[src/rtl/branch_resolve_unit_pkg.sv]
// Shared encodings for the branch resolve unit: RV32I branch funct3 codes,
// resolver FSM states and the default fall-through increment.
package branch_resolve_unit_pkg;

  localparam logic [2:0] F3_BEQ  = 3'b000;
  localparam logic [2:0] F3_BNE  = 3'b001;
  localparam logic [2:0] F3_BLT  = 3'b100;
  localparam logic [2:0] F3_BGE  = 3'b101;
  localparam logic [2:0] F3_BLTU = 3'b110;
  localparam logic [2:0] F3_BGEU = 3'b111;

  localparam logic [1:0] ST_IDLE   = 2'd0;
  localparam logic [1:0] ST_REPORT = 2'd1;
  localparam logic [1:0] ST_HOLD   = 2'd2;

  localparam int BRANCH_SIZE_BYTES = 4;

endpackage

[src/rtl/branch_resolve_unit_cmp.sv]
// Combinational RV32I branch condition evaluator: funct3/rs1/rs2 -> taken, legal.
module branch_cmp
  import branch_resolve_unit_pkg::*;
#(
  parameter int XLEN = 32
) (
  input  logic [2:0]      funct3,
  input  logic [XLEN-1:0] rs1,
  input  logic [XLEN-1:0] rs2,
  output logic            taken,
  output logic            legal
);

  logic signed [XLEN-1:0] rs1_s;
  logic signed [XLEN-1:0] rs2_s;

  assign rs1_s = rs1;
  assign rs2_s = rs2;

  always_comb begin
    taken = 1'b0;
    legal = 1'b1;
    case (funct3)
      F3_BEQ:  taken = (rs1 == rs2);
      F3_BNE:  taken = (rs1 != rs2);
      F3_BLT:  taken = (rs1_s <  rs2_s);
      F3_BGE:  taken = (rs1_s >= rs2_s);
      F3_BLTU: taken = (rs1 <  rs2);
      F3_BGEU: taken = (rs1 >= rs2);
      default: legal = 1'b0;
    endcase
  end

endmodule

[src/rtl/branch_resolve_unit.sv]
// EX/MEM branch resolver: checks the ID-stage gshare prediction, strobes a
// one-cycle PHT update and mispredict redirect. Stats counters under BRANCH_STATS_EN.
module branch_resolve_unit
  import branch_resolve_unit_pkg::*;
#(
  parameter int XLEN        = 32,
  parameter int PHT_IDX_W   = 3,
  parameter int BRANCH_SIZE = BRANCH_SIZE_BYTES
) (
  input  logic                 clk,
  input  logic                 rst,
  input  logic                 stall,
  input  logic                 flush_ex,
  input  logic                 branch_ex,
  input  logic [2:0]           funct3_ex,
  input  logic [XLEN-1:0]      rs1_ex,
  input  logic [XLEN-1:0]      rs2_ex,
  input  logic [XLEN-1:0]      pc_ex,
  input  logic [XLEN-1:0]      imm_ex,
  input  logic                 pred_taken_ex,
  input  logic [PHT_IDX_W-1:0] pht_index_ex,
  output logic                 branch_resolved,
  output logic                 actual_taken,
  output logic [PHT_IDX_W-1:0] pht_indexMEM,
  output logic                 mispredict,
  output logic [XLEN-1:0]      redirect_pc,
  output logic [31:0]          branch_count,
  output logic [31:0]          mispredict_count
);

  logic                 taken_p0;
  logic                 legal_p0;
  logic                 capture_p0;
  logic [XLEN-1:0]      target_p0;

  logic [1:0]           state_p1;
  logic [1:0]           state_next;
  logic                 taken_p1;
  logic                 mis_p1;
  logic [PHT_IDX_W-1:0] idx_p1;
  logic [XLEN-1:0]      target_p1;

  branch_cmp #(.XLEN(XLEN)) u_cmp (
    .funct3 (funct3_ex),
    .rs1    (rs1_ex),
    .rs2    (rs2_ex),
    .taken  (taken_p0),
    .legal  (legal_p0)
  );

  assign capture_p0 = branch_ex && legal_p0 && !flush_ex && !stall;
  assign target_p0  = taken_p0 ? (pc_ex + imm_ex) : (pc_ex + XLEN'(BRANCH_SIZE));

  // A held entry never re-enters REPORT on its own, so each branch strobes once.
  always_comb begin
    state_next = ST_IDLE;
    if (capture_p0)
      state_next = ST_REPORT;
    else if (stall && (state_p1 != ST_IDLE))
      state_next = ST_HOLD;
  end

  // EX -> MEM register boundary
  always_ff @(posedge clk or posedge rst) begin
    if (rst) begin
      state_p1  <= ST_IDLE;
      taken_p1  <= 1'b0;
      mis_p1    <= 1'b0;
      idx_p1    <= '0;
      target_p1 <= '0;
    end else begin
      state_p1 <= state_next;
      if (capture_p0) begin
        taken_p1  <= taken_p0;
        mis_p1    <= (taken_p0 != pred_taken_ex);
        idx_p1    <= pht_index_ex;
        target_p1 <= target_p0;
      end
    end
  end

  assign branch_resolved = (state_p1 == ST_REPORT);
  assign mispredict      = branch_resolved && mis_p1;
  assign actual_taken    = taken_p1;
  assign pht_indexMEM    = idx_p1;
  assign redirect_pc     = target_p1;

`ifdef BRANCH_STATS_EN
  logic [31:0] bcnt_p2;
  logic [31:0] mcnt_p2;

  always_ff @(posedge clk or posedge rst) begin
    if (rst) begin
      bcnt_p2 <= '0;
      mcnt_p2 <= '0;
    end else begin
      if (branch_resolved && (bcnt_p2 != 32'hFFFF_FFFF)) bcnt_p2 <= bcnt_p2 + 32'd1;
      if (mispredict && (mcnt_p2 != 32'hFFFF_FFFF))      mcnt_p2 <= mcnt_p2 + 32'd1;
    end
  end

  assign branch_count     = bcnt_p2;
  assign mispredict_count = mcnt_p2;
`else
  assign branch_count     = 32'd0;
  assign mispredict_count = 32'd0;
`endif

endmodule

[config.mk]
export PLATFORM = sky130hd
export DESIGN_NAME = branch_resolve_unit
export DESIGN_NICKNAME = d
export VERILOG_FILES = /design/src/rtl/branch_resolve_unit_pkg.sv /design/src/rtl/branch_resolve_unit_cmp.sv /design/src/rtl/branch_resolve_unit.sv
export SDC_FILE = /design/constraint.sdc
export NUM_CORES = 1
export LEC_CHECK = 0
export CELL_PAD_IN_SITES_DETAIL_PLACEMENT = 0
export CELL_PAD_IN_SITES_GLOBAL_PLACEMENT = 1
export CORE_MARGIN = 2
export CORE_UTILIZATION = 23
export CTS_BUF_LIST = sky130_fd_sc_hd__clkbuf_4
export CTS_CLUSTER_SIZE = 12
export DETAILED_ROUTE_END_ITERATION = 16
export PLACE_DENSITY_LB_ADDON = 0.1
export SLEW_MARGIN = 20
export SYNTH_ARGS = -nofsm -noshare
export SYNTH_HDL_FRONTEND = slang
export SYNTH_SLANG_ARGS = --single-unit
[constraint.sdc]
create_clock -name clk -period 1.2 [get_ports clk]
set_clock_uncertainty 0.05 [all_clocks]
set_input_delay 0.12 -clock clk [delete_from_list [all_inputs] [get_ports clk]]
set_output_delay 0.12 -clock clk [all_outputs]
set_load 0.01 [all_outputs]
Fig. 1: run 1, gate families picked out
The bar under the picture is 50 um long.
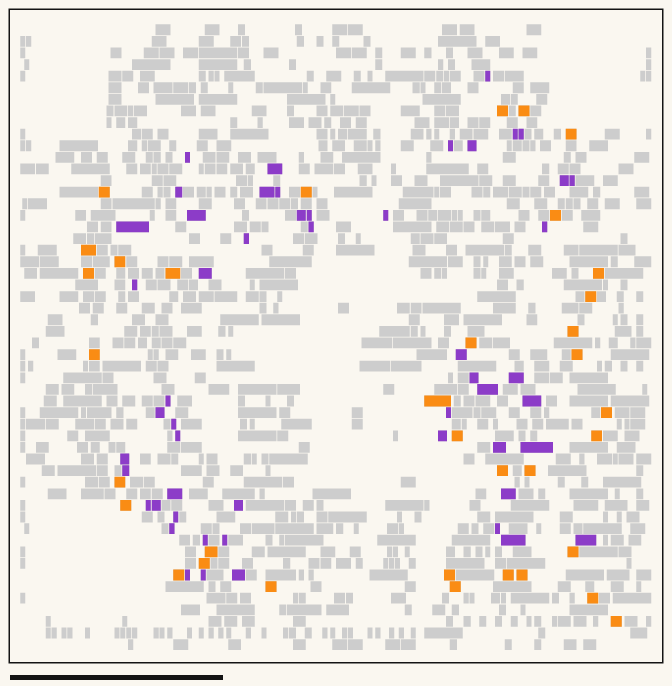
| color | family | cells | most used |
|---|---|---|---|
| purple | NOR gates | 52 | nor2_1 |
| orange | AND-OR and OR-AND gates | 35 | a21o_1 |
Comb area share: 50.0%
most frequent standard cell in the layout excluding fill and tap cells: sky130_fd_sc_hd__buf_4
number of standard cells in the final layout excluding fillers: 1275

Fig. 2: run 1, routed clock nets over the placement
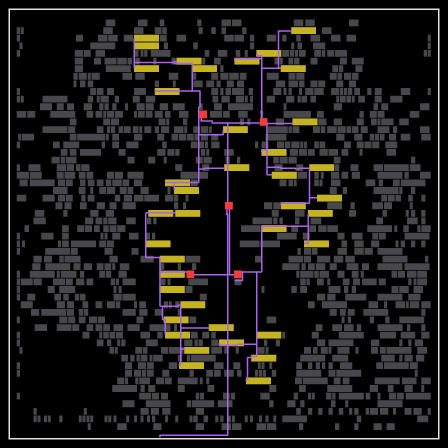
[red] clock drivers | count: 5
[purple] clock wires | length: 696 um
[yellow] flip-flops | count: 39
routed clock nets: 6
clock insertion delay at the later pin of the skew report: 0.35 ns
clock network power share: 10.2%
clock network power: 698 uW

Fig. 3: run 1, metal layers overlaid
The bar under the picture is 50 um long.
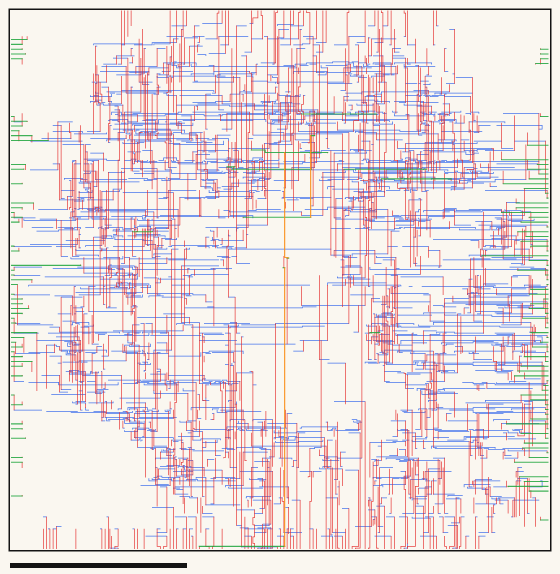
| color | layer | wire length |
|---|---|---|
| green | metal 3 | 686 um |
| red | metal 2 | 9030 um |
| blue | metal 1 | 8600 um |
| orange | metal 4 | 133 um |
vias after detailed routing: 5521
total detailed-routing wirelength: 18400 um
combined global-route utilization of all metal layers: 15.2%
routed wirelength normalized by instance count: 14.5 um

==> flow_summary.toml, run 1 <==
# implementation run metrics
[outcome]
run_status = "complete, but fails checks"
violations = "setup timing"

[detailed_routing]
first_pass_iters = 4
detailedRoute.firstIterationViolations = 120

[power_and_ir_drop]
p_int_uw = 4190
max-vdd-ir-drop_mv = 0.334
switching_part_of_the_total_pct = 38.9
power-per-cell-area_nw_per_um2 = 750
combinationalPowerShare_pct = 63.3
switching_power_uw = 2670

[placement]
area_after_dpl_um2 = 8280
post-dp-hpwl_um = 14800
place_inst = 1232
preCtsSetupSlack_ns = -2.22

[die]
io_pins = 242
placementRows = 54
tap-cell-count = 280
chipWidth_um = 153
initial_util_pct = 23.4
core_area_um2 = 21800

[logic_synthesis]
async_reset_ff_share_pct = 100
synth_cell_type_count = 55
ys_dominant_reg_cell = "sky130_fd_sc_hd__dfrtp_1"
enable_flop_cells = 0
synthCells = 632
synth_stat.cells = 632
ys_ff = 39
synth.cell_area_um2 = 5100
avg_inst_size_synth_um2 = 8.07
ys_area_um2 = 5100
ys.warnings.count = 0
seq_area_frac_synth_pct = 19.1

[setup_path]
timing.critical_path.fanout_max = 8
cp_slowest_stage_delay_ns = 0.39
cp-end-kind = "flip-flop"
critical_path.reg2reg.endpoint = "redirect_pc[31]"
worst-r2r-setup-slack_ns = 0.27
worst_path_max_delay_cell = "sky130_fd_sc_hd__a211o_4"
r2r-start = "redirect_pc[31]"
cp_cell_sequence = "clkdlybuf4s15_2 -> ha_4 -> a21o_1 -> a21o_1 -> a21oi_2 -> nor2_1 -> nor3_2 -> o22ai_2 -> buf_4 -> mux2i_2 -> a211o_4 -> buf_12 -> mux2i_2 -> mux2_4"
type_of_the_worst_setup_path = "in -> reg"
timing.critical_path.max_delay_family = "AND-OR/OR-AND gates"
critical_path_required_ns = 1.40
critPathLaunchType = "primary input"

[global_route]
grt_start_max_net_pins = 30
total_global_routing_overflow = 0
wire_length_of_the_first_global_routing_pass_um = 29300
via_count_of_the_first_global_routing_pass = 5635

[finish]
commonest_cells_after_routing_fill_and_taps_aside = "sky130_fd_sc_hd__buf_4 (177), sky130_fd_sc_hd__nand2_1 (65), sky130_fd_sc_hd__conb_1 (64), sky130_fd_sc_hd__clkdlybuf4s50_1 (48), sky130_fd_sc_hd__buf_2 (47)"
combGateArea_um2 = 4570
finalCoreUtilization_pct = 42.1
dominant_class_by_area = "combinational gates"
post_route_cells_drive_above_1_share_pct = 43.0
buf_share_pct = 32.9
nMultiInputCombCells = 536
clkCellAreaFrac_pct = 0.574
layout.area.seq_um2 = 976
synthToLayoutAreaGrowth_pct = 79.5
stdcell_area_um2 = 9150
n_all_buffers = 367

[clock_tree]
setup_buffers_after_cts = 20
cts_inserted_buffers = 5
tritoncts_num_sinks = 39
clk_pin_slew_ns = 0.13
ctsResizeCount = 408
cts_hold_repair.buffers = 0

[sta]
hold_viol_final = 0
number_of_endpoints_failing_setup_at_the_final_stage = 39
fin_crit_ns = 2.47
grt_setup_unrepaired = "yes"
finalSetupTns_ns = -40.32
upper_clock_frequency_limit_ghz = 0.405
fin_ws_ns = -1.27

[job]
warning_count = 29

[min_path]
hold_path.class = "in -> async"
==> run 1: power by group through the flow <==
stage                     Combinational [uW]  Sequential [uW]  Clock, uW
final                                   4350             1820        698
after global routing                    4760             1870        809
after CTS                               4170             1840        756
after detailed placement                3900             1880          0
after global placement                  3870             1880          0
after floorplan                         1790             1950          0
==> run 1: state kept, by name (all words and copies together) (netlist names) <==
signal        cells
redirect_pc      32
pht_indexMEM      3
state_p1          2
actual_taken      1
mis_p1            1
==> run 1: worst max-delay path by stage <==
stage	to	slack, ns	cells past startpoint
2_1_floorplan	redirect_pc[4]	-1.28	14
3_3_place_gp	redirect_pc[9]	-2.11	14
3_5_place_dp	redirect_pc[9]	-2.22	14
4_1_cts	redirect_pc[9]	-1.29	14
5_1_grt	redirect_pc[9]	-1.35	14
6_report	redirect_pc[9]	-1.27	14
==> run 1: layer usage <==
metal / track usage [%] / vias up / wire, um
li1: - / 2808 / -
met3: 1.79 / 6 / 685
met2: 26.8 / 148 / 9030
met1: 20.1 / 2559 / 8600
met5: 0 / - / 0
met4: 2.82 / 0 / 132
==> run 1: cell usage after synthesis, types with 2 or more instances <==
cell type	instances	share of area (%)
sky130_fd_sc_hd__o211ai_1	4	0.59
sky130_fd_sc_hd__and2_1	3	0.37
sky130_fd_sc_hd__mux2_2	3	0.66
sky130_fd_sc_hd__and4_1	3	0.52
sky130_fd_sc_hd__xor2_1	20	3.4
sky130_fd_sc_hd__mux2_4	3	0.88
sky130_fd_sc_hd__nand2b_1	5	0.61
sky130_fd_sc_hd__inv_1	43	3.2
sky130_fd_sc_hd__mux2i_1	29	5.7
sky130_fd_sc_hd__a31oi_1	3	0.37
sky130_fd_sc_hd__dfrtp_1	39	19
sky130_fd_sc_hd__o21ai_1	4	0.39
sky130_fd_sc_hd__ha_1	64	16
sky130_fd_sc_hd__nand4_1	17	2.1
sky130_fd_sc_hd__buf_6	3	0.66
sky130_fd_sc_hd__o22ai_1	2	0.25
sky130_fd_sc_hd__a21oi_1	39	3.8
sky130_fd_sc_hd__a21o_1	23	3.4
sky130_fd_sc_hd__nand3_1	11	1.1
sky130_fd_sc_hd__nand2_1	67	4.9
sky130_fd_sc_hd__or2_2	2	0.25
sky130_fd_sc_hd__nor4_1	4	0.49
sky130_fd_sc_hd__clkbuf_1	7	0.52
sky130_fd_sc_hd__and3_1	6	0.74
sky130_fd_sc_hd__buf_4	64	9.4
sky130_fd_sc_hd__o21ai_0	44	4.3
sky130_fd_sc_hd__xnor2_1	36	6.2
sky130_fd_sc_hd__o21a_1	8	1.2
sky130_fd_sc_hd__nor2b_1	10	1.2
sky130_fd_sc_hd__a211oi_1	4	0.59
sky130_fd_sc_hd__o31ai_1	2	0.29
sky130_fd_sc_hd__nor3_1	8	0.79
sky130_fd_sc_hd__nor2_1	29	2.1
sky130_fd_sc_hd__o21bai_1	2	0.29
==> run 1: cells by family (layout without fill, tap and decap cells) <==
logic type	count (synthesis)	count (layout)	share of synthesized area (%)
and+or+nand+nor	170	170	15.9
AOI/OAI and AO/OA	146	146	17.6
buffers and inverters	120	419	14.3
adders and majority gates	65	65	16.1
xor gates and xnor gates	56	56	9.62
DFF	39	39	19.1
muxes	35	35	7.24
other	1	65	0.0736
Fig. 4: run 1, cell density map
15 x 15 tiles, from dark blue (low) to red (high), 0 to 100% covered.
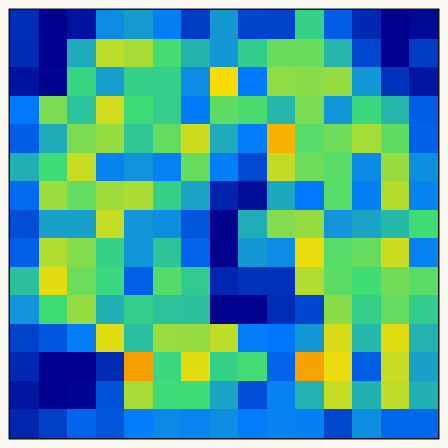

==> inputs of run 2 (changes only) <==
--- a/config.mk
+++ b/config.mk
@@ -8,9 +8,9 @@
 export CELL_PAD_IN_SITES_DETAIL_PLACEMENT = 0
 export CELL_PAD_IN_SITES_GLOBAL_PLACEMENT = 1
 export CORE_MARGIN = 2
-export CORE_UTILIZATION = 23
+export CORE_UTILIZATION = 30
 export CTS_BUF_LIST = sky130_fd_sc_hd__clkbuf_4
-export CTS_CLUSTER_SIZE = 12
+export CTS_CLUSTER_SIZE = 24
 export DETAILED_ROUTE_END_ITERATION = 16
 export PLACE_DENSITY_LB_ADDON = 0.1
 export SLEW_MARGIN = 20
Fig. 5: run 2, cell density map
13 x 13 tiles, from dark blue (low) to red (high), 0 to 100% covered.
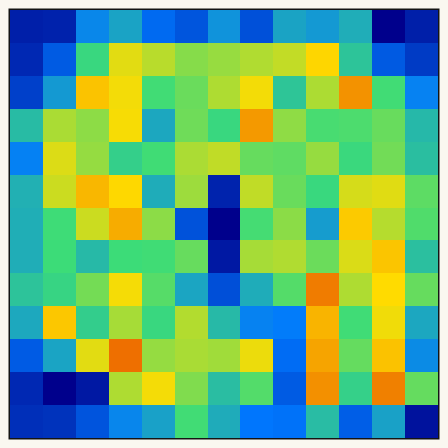
fullest tile: 87%
nearly empty tiles: 1.8%
mean over tiles: 48%

Fig. 6: run 2, routing congestion
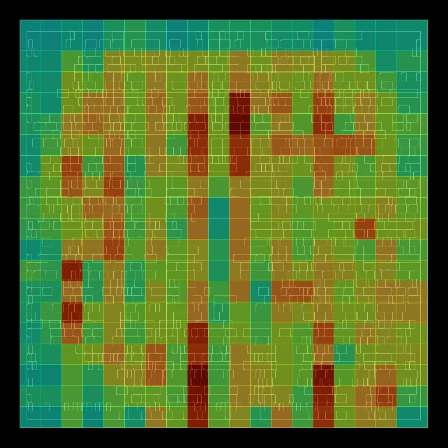
routing usage on met2: 33.8%
most congested layer reported by global routing: met2

==> flow_summary.toml, run 2 <==
# implementation run metrics
[die]
chipArea_um2 = 18000
chipWidth_um = 134
initial_util_pct = 30.7
core_area_um2 = 16600
io_pins = 242
floorplan.die.height_um = 134
placementRows = 47

[logic_synthesis]
topCellsByArea = "sky130_fd_sc_hd__dfrtp_1 (19%), sky130_fd_sc_hd__ha_1 (16%), sky130_fd_sc_hd__buf_4 (9.4%)"
seq_area_frac_synth_pct = 19.1
synthCells = 632
ys_area_um2 = 5100
ys_ff = 39
top_cells_by_count = "sky130_fd_sc_hd__nand2_1 (67), sky130_fd_sc_hd__buf_4 (64), sky130_fd_sc_hd__ha_1 (64)"
synth_stat.cells = 632
synth.cell_area_um2 = 5100
largest_area_cell = "sky130_fd_sc_hd__dfrtp_1"
ys_dominant_reg_cell = "sky130_fd_sc_hd__dfrtp_1"
synth.most_common_cell = "sky130_fd_sc_hd__nand2_1"
ys.warnings.count = 0
enable_flop_cells = 0
avg_inst_size_synth_um2 = 8.07
synth_cell_type_count = 55
synthDominantCellAreaShare_pct = 19.1
async_reset_ff_share_pct = 100

[placement]
place_inst = 1166
finalWeightedCongestion = 0.896
preCtsSetupSlack_ns = -2.17
portBuffers = 177
post-dp-hpwl_um = 13900

[detailed_routing]
drt.antenna.violating_nets = 0
avgRoutedWirePerCell_um = 14.6
detail_route.drc_violations = 0
first_pass_iters = 4
wl_um = 17800
route.vias.total = 5576
detailedRoute.firstIterationViolations = 221
detail_route.vias_per_cell = 4.59

[setup_path]
type_of_the_worst_setup_path = "in -> reg"
worstSetupStartpoint = "rs1_ex[1]"
critical_path.reg2reg.endpoint = "state_p1[1]"
timing.critical_path.to = "redirect_pc[31]"
timing.reg2reg.worst_path_depth = 3
cp-end-kind = "flip-flop"
worst-r2r-setup-slack_ns = 0.22
timing.critical_path.fanout_max = 7
critPathLaunchType = "primary input"
timing.critical_path.arrival_ns = 2.70
r2r-start = "state_p1[1]"
critical_path_required_ns = 1.39

[sta]
worst_case_hold_slack_ns = 0.00926
timing_max_transition_violations_final = 0
fin_crit_sh_pct = 209
fin_crit_ns = 2.50
grt_setup_unrepaired = "yes"
number_of_endpoints_failing_setup_at_the_final_stage = 40
upper_clock_frequency_limit_ghz = 0.399
hold_viol_final = 0
fin_ws_ns = -1.30

[power_and_ir_drop]
power-per-cell-area_nw_per_um2 = 777
leakage_dissipation_uw = 0.00445
max-vdd-ir-drop_mv = 0.364

[clock_tree]
ctsLongestPathBuffers = 2
cts_hold_repair.buffers = 0
cts-root-buf = "sky130_fd_sc_hd__clkbuf_4"
clk_pin_slew_ns = 0.14
tritoncts_num_sinks = 39
cts_inserted_buffers = 5
tritoncts = "done"
cts.htree.levels = 2
clock_insertion_delay_at_the_later_pin_of_the_skew_report_ns = 0.35

[finish]
post_route_cells_drive_above_1_share_pct = 39.0
layout.cells.most_common = "sky130_fd_sc_hd__buf_4"
final_cells = 1216
commonest_cells_after_routing_fill_and_taps_aside = "sky130_fd_sc_hd__buf_4 (170), sky130_fd_sc_hd__nand2_1 (66), sky130_fd_sc_hd__conb_1 (64), sky130_fd_sc_hd__clkdlybuf4s50_1 (59), sky130_fd_sc_hd__buf_2 (44)"
filler_cell_count = 1564
synthToLayoutAreaGrowth_pct = 76.2
flip_flop_count_of_the_largest_register_after_layout = 32
nets = 1199

[job]
number_of_max_capacitance_violations_reported = 0
warning_count = 29

[global_route]
grt.met1_usage_pct = 23.6
total_global_routing_overflow = 0
grt_antenna_before_repair = 1
global_route.usage.total_pct = 18.9
via_count_of_the_first_global_routing_pass = 5655
grt_start_max_net_pins = 39
grtUsageMet3_pct = 1.97
wire_length_of_the_first_global_routing_pass_um = 27700

[outcome]
run_status = "complete, but fails checks"
violations = "setup timing"

[min_path]
hold_path.class = "in -> async"
[run 2: repair_timing]
item                                    4_1_cts  5_1_grt
pin swaps                                    82       42
buffers inserted                             31        7
gates resized                               390       71
endpoints found under the setup margin       76       59
cloned                                        2        3
[run 2: kinds of logic after synthesis]
kind of cell             after synthesis  synth area share, %
AND/OR/NAND/NOR                      170                 15.9
AND-OR/OR-AND                        146                 17.6
buffers and inverters                120                 14.3
adder cells (fa/ha/maj)               65                 16.1
XOR/XNOR                              56                 9.62
flip-flops                            39                 19.1
multiplexers                          35                 7.24
other                                  1               0.0736
[run 2: worst min path at each step]
stage / end / start / slack [ns]
after floorplan: pht_indexMEM[0] / pht_index_ex[0] / 0.18
after global placement: pht_indexMEM[2] / pht_indexMEM[2] / 0.41
after detailed placement: pht_indexMEM[2] / pht_indexMEM[2] / 0.42
after CTS: redirect_pc[30] / rst / 0.003
after global routing: redirect_pc[27] / rst / 0.03
final: redirect_pc[29] / rst / 0.009
[run 2: worst max-delay path, cell delays in order]
cell and delay, ns:
sky130_fd_sc_hd__clkdlybuf4s15_1 0.21, sky130_fd_sc_hd__ha_4 0.25, sky130_fd_sc_hd__nor2b_4 0.12, sky130_fd_sc_hd__o21a_1 0.19
sky130_fd_sc_hd__o21ai_2 0.14, sky130_fd_sc_hd__a211oi_2 0.08, sky130_fd_sc_hd__nor3_2 0.20, sky130_fd_sc_hd__o22ai_2 0.13
sky130_fd_sc_hd__buf_6 0.14, sky130_fd_sc_hd__mux2i_4 0.17, sky130_fd_sc_hd__a211o_4 0.40, sky130_fd_sc_hd__buf_12 0.17
sky130_fd_sc_hd__mux2i_1 0.11, sky130_fd_sc_hd__mux2_4 0.26
[run 2: cell type report]
cell class                 instances  area, um2  share of cell area, %
clock inverter                     3       38.8                  0.432
clock buffer                       5       37.5                  0.418
tap                              220        275                   3.06
inverter                          44        193                   2.15
multi-input combinational        536       4370                   48.7
sequential                        39        976                   10.9
antenna                            1       2.50                 0.0279
timing repair buffer             368       3090                   34.4
[run 2: power by group]
part	switching, uW	total (uW)	internal [uW]	leakage [uW]
Combinational	1920	4260	2330	0.00392
Sequential	199	1820	1620	0.000488
Clock	476	905	429	0.0000426
[run 2: through the flow]
step	total power (uW)	instance area, um2	setup TNS [ns]	utilization [%]
2_1_floorplan	3740	5460	-40.82	-
3_3_place_gp	5670	8140	-70.21	49.1
3_5_place_dp	5720	8140	-72.71	49.1
4_1_cts	6910	8810	-41.23	53.1
5_1_grt	7510	8980	-46.17	54.2
6_report	6980	8980	-42.14	54.2
[run 2: metal layers]
metal	vias up	wire, um
met4	0	346
met5	-	0
met2	171	8760
met1	2559	7860
met3	25	847
li1	2821	-
Power figures rest on the tool's default switching activity, not on a simulated workload.
